$ cat config.mk
export PLATFORM = sky130hd
export DESIGN_NAME = pc_sequencer
export DESIGN_NICKNAME = d
export VERILOG_FILES = /design/src/rtl/pc_sequencer.sv
export SDC_FILE = /design/constraint.sdc
export NUM_CORES = 1
export LEC_CHECK = 0
export CORE_MARGIN = 1
export CORE_UTILIZATION = 48
export DETAILED_ROUTE_END_ITERATION = 10
export PLACE_DENSITY = 0.83
export SLEW_MARGIN = 40
export SYNTH_ARGS = -nofsm -noshare
export SYNTH_HDL_FRONTEND = slang
export SYNTH_SLANG_ARGS = --single-unit
$ cat constraint.sdc
create_clock -name clk -period 5.2 [get_ports clk]
set_input_delay 0.52 -clock clk [delete_from_list [all_inputs] [get_ports clk]]
set_output_delay 0.52 -clock clk [all_outputs]
set_load 0.01 [all_outputs]
$ cat src/rtl/pc_sequencer.sv
// Fetch-stage controller: picks next_pc and drives PC/IF-ID/ID-EX enables and flushes.
// Arbitrates EX redirects, load-use stalls, imem waits and halt, after a short boot hold.
module pc_sequencer #(
  parameter logic [31:0] RESET_VECTOR     = 32'h0000_0000,
  parameter int unsigned BOOT_HOLD_CYCLES = 2
) (
  input  logic        clk,
  input  logic        rst,
  input  logic [31:0] pc,
  input  logic        redirect_valid,
  input  logic [31:0] redirect_target,
  input  logic        load_use_hazard,
  input  logic        imem_ready,
  input  logic        halt_req,
  input  logic        resume,
  output logic [31:0] next_pc,
  output logic        pc_write,
  output logic        ifid_write,
  output logic        ifid_flush,
  output logic        idex_flush,
  output logic        halted,
  output logic [15:0] stall_count
);

  // state | meaning
  // BOOT  | hold fetch at RESET_VECTOR, pipeline flushed, inputs ignored
  // RUN   | normal fetch with redirect > stall > imem wait > halt priority
  // FLUSH | one cycle after a redirect; ID holds a bubble so load-use is ignored
  // HALT  | fetch frozen, older instructions drain; a draining branch may still move PC
  localparam logic [1:0] S_BOOT  = 2'd0;
  localparam logic [1:0] S_RUN   = 2'd1;
  localparam logic [1:0] S_FLUSH = 2'd2;
  localparam logic [1:0] S_HALT  = 2'd3;

  localparam logic [15:0] BOOT_INIT = 16'(BOOT_HOLD_CYCLES);

  logic [1:0]  state;
  logic [1:0]  state_nxt;
  logic [15:0] boot_cnt;
  logic        stall_inc;
  logic [31:0] redirect_pc;
  logic        stall_now;

  assign redirect_pc = {redirect_target[31:2], 2'b00};
  assign stall_now   = (load_use_hazard && (state == S_RUN)) || !imem_ready;

  always_comb begin
    state_nxt  = state;
    next_pc    = pc;
    pc_write   = 1'b0;
    ifid_write = 1'b0;
    ifid_flush = 1'b0;
    idex_flush = 1'b0;
    halted     = 1'b0;
    stall_inc  = 1'b0;
    case (state)
      S_BOOT: begin
        next_pc    = RESET_VECTOR;
        pc_write   = 1'b1;
        ifid_flush = 1'b1;
        idex_flush = 1'b1;
        if (boot_cnt <= 16'd1) state_nxt = S_RUN;
      end
      S_RUN, S_FLUSH: begin
        if (redirect_valid) begin
          next_pc    = redirect_pc;
          pc_write   = 1'b1;
          ifid_write = 1'b1;
          ifid_flush = 1'b1;
          idex_flush = 1'b1;
          state_nxt  = S_FLUSH;
        end else if (stall_now) begin
          idex_flush = 1'b1;
          stall_inc  = 1'b1;
          state_nxt  = S_RUN;
        end else if (halt_req) begin
          ifid_flush = 1'b1;
          state_nxt  = S_HALT;
        end else begin
          next_pc    = pc + 32'd4;
          pc_write   = 1'b1;
          ifid_write = 1'b1;
          state_nxt  = S_RUN;
        end
      end
      S_HALT: begin
        halted     = 1'b1;
        ifid_flush = 1'b1;
        if (redirect_valid) begin
          next_pc  = redirect_pc;
          pc_write = 1'b1;
        end
        if (resume) state_nxt = S_RUN;
      end
      default: state_nxt = S_BOOT;
    endcase
  end

  always_ff @(posedge clk or posedge rst) begin
    if (rst) begin
      state       <= S_BOOT;
      boot_cnt    <= BOOT_INIT;
      stall_count <= 16'd0;
    end else begin
      state <= state_nxt;
      if ((state == S_BOOT) && (boot_cnt != 16'd0)) boot_cnt <= boot_cnt - 16'd1;
      // saturate rather than wrap so long stalls stay visible
      if (stall_inc && (stall_count != 16'hFFFF)) stall_count <= stall_count + 16'd1;
    end
  end

endmodule

==> results.yml <==
# flow metrics
critical_path:
  cp.buffers_inverters: 2
  cp-endpoint: "next_pc[26]"
  reg2reg_depth: 8
  path_depth: 7
  cp_top_family: "buffers and inverters"
  cpMostUsedCell: "clkdlybuf4s50_1"
  worstPathArrival_ps: 3370
  max_stage_delay_ps: 590
  worstReg2RegStart: "state[0]$_DFFE_PP0P_"
  worst-r2r-setup-slack_ps: 2570
  end_kind: "output pin"
clocking:
  cts_root_buf: "clkbuf_8"
  cts_buffers: 5
  cts-resized-gates: 0
  clock_path_buffers: 2
die:
  core_area_um2: 6314
  tapCellCount: 77
  die_h_um: 82.73
  chipWidth_um: 82.73
  fp-utilization_pct: 49.54
  pin_count: 124
layout:
  sh_comb_area_pct: 47.54
  sh_seq_area_pct: 18.90
  largest_class: "combinational gates"
  area_growth_pct: 44.12
  reg_top3: "boot_cnt x16, stall_count x16, state x2"
  lay_top_count: "clkdlybuf4s50_1"
  final_util_pct: 71.40
  comb.multi_input.count: 335
  register_area_um2: 852.1
  fill_cells: 528
  stdcell_count: 590
  antenna_cells: 0
  final_layout_size_suffix_gt1_share_pct: 5.263
  fin_area_um2: 4508
  layout_top_cells: "clkdlybuf4s50_1, nor2_1, nand2_1"
yosys:
  area_leaders: "dfrtp_1, o21ai_0, nor2_1"
  ys_area_um2: 3128
  edf_count: 0
  fa_ha_area_share_pct: 2.800
  async_flop_share_pct: 100.0
  ys_sh_xor_pct: 6.720
  yosysSeqAreaShare_pct: 27.24
  simple_gate_share_pct: 31.44
  ys_top_logic_family: "simple AND/OR/NAND/NOR gates"
  numSynthFlops: 34
  synth.largest_area_cell: "dfrtp_1"
  ff_type: "dfrtp_1"
  ys_sh_aoi_pct: 24.52
  synth-warning-count: 0
sta:
  fin_ws_ps: 1314
  max-slew-margin-rel_pct: 38.71
  tns_ps: 0
  whs_ps: 466.8
  period_used_pct: 74.73
  tightest_slew_ps: 916.0
  clock_skew_ps: 8.276
grt:
  antenna_found_initial: 0
  grt_max_degree: 49
  grt_pass1_wl_mm: 16.06
hold_path:
  hold_path_end: "boot_cnt[14]$_DFFE_PP0P_"
  whs_path_depth: 1
  hold_path_class: "register to register"
  min-delay-start: "boot_cnt[14]$_DFFE_PP0P_"
routing:
  drc: 0
  vias_per_cell: 6.347
  antenna_left: 0
  drt_first_pass_iters: 5
power_and_ir_drop:
  internal-power_mw: 1.042
  swShare_pct: 42.14
  p_sw_mw: 0.7589
  p_clk_mw: 0.292
  top_power_group: "combinational logic"
  comb-power_mw: 1.18
  combPwrFrac_pct: 65.8
  ir_drop_uv: 291.4
place:
  io_buffers: 121
  dpl.cell_count: 582
flow_run:
  warning_count: 31
  drv_cap: 0
status:
  status: "complete, no violations"
-- routing by layer --
layer / global-route usage [%] / routed length (µm)
met3: 6.813 / 966
met4: 11.72 / 334
met1: 37.40 / 4152
met5: 0 / 0
met2: 51.97 / 4897
-- cells in the mapped netlist, types with 3 or more instances --
cell type and instances:
nor2_1 37, nand2_1 35, dfrtp_1 33, o21ai_0 29, a21oi_1 26, nand3_1 19
nor3_1 17, clkbuf_1 16, and3_1 15, xnor2_1 13, inv_1 12, nand4_1 11
xor2_1 11, and4_1 10, nor4_1 10, or3_1 8, a41oi_1 7, ha_1 7
mux2i_1 7, a211oi_1 6, a311o_1 6, a31oi_1 4, o31a_1 4, or2_2 4
a21o_1 3, a221oi_1 3, a311oi_1 3, nor4_2 3, nor4b_1 3, o211ai_1 3
o21a_1 3, o31ai_1 3
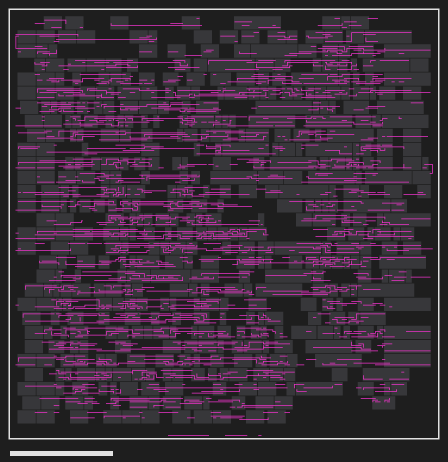
**Above:** the metal 1 layer.
The bar under the picture is 20 µm long.
share of all routed wire = 40%
main direction = horizontal
longest straight run = 27.1 µm
nets with wire on the layer = 517
wire length on this layer = 4150 µm
final WL: 10.35 mm
GR Util met1: 37.40%
vias: 3745

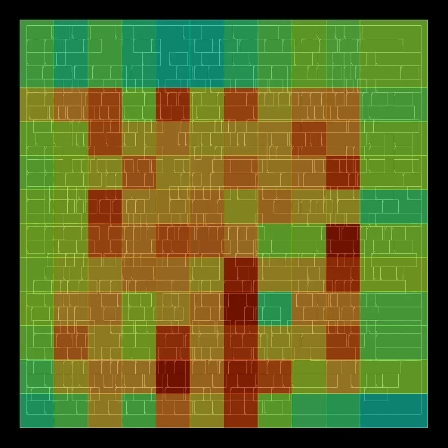
**Above:** track usage over the die.
Tot GR Track Use: 30.60%
GR peak layer: met2

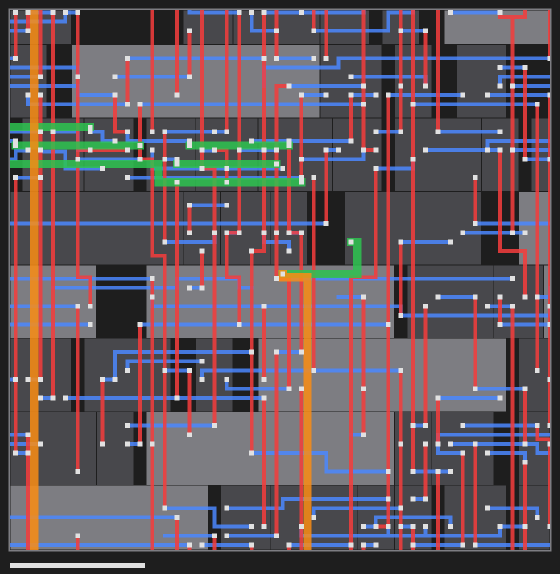
**Above:** a small window of the routed layout.
The bar under the picture is 5 µm long. Region (52, 52) to (72, 72) µm. Cells in grey, sequential cells in the stronger grey; small squares are vias.
green -> M3
blue -> M1
red -> M2
orange -> M4
sequential cells in the window = 5
cells with their middle in the window = 35
most frequent = nor2_1 (5), dfrtp_1 (5)
netlist names of flops here include = stall_count (4), boot_cnt (1)

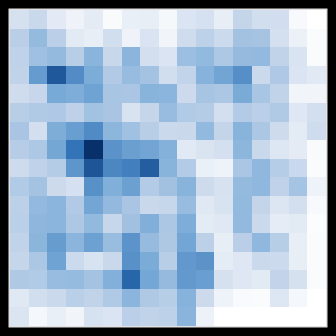
**Above:** signal metal coverage by tile.
The die is cut into 17 by 17 equal tiles; white is low, dark blue is high, scaled to the fullest tile. Values are wire area over tile area, all layers added.
emptiest ninth of the die = south-east
nearly empty tiles = 3.1%
densest ninth of the die = west
fullest tile = 0.85
WL/cell: 17.54 µm

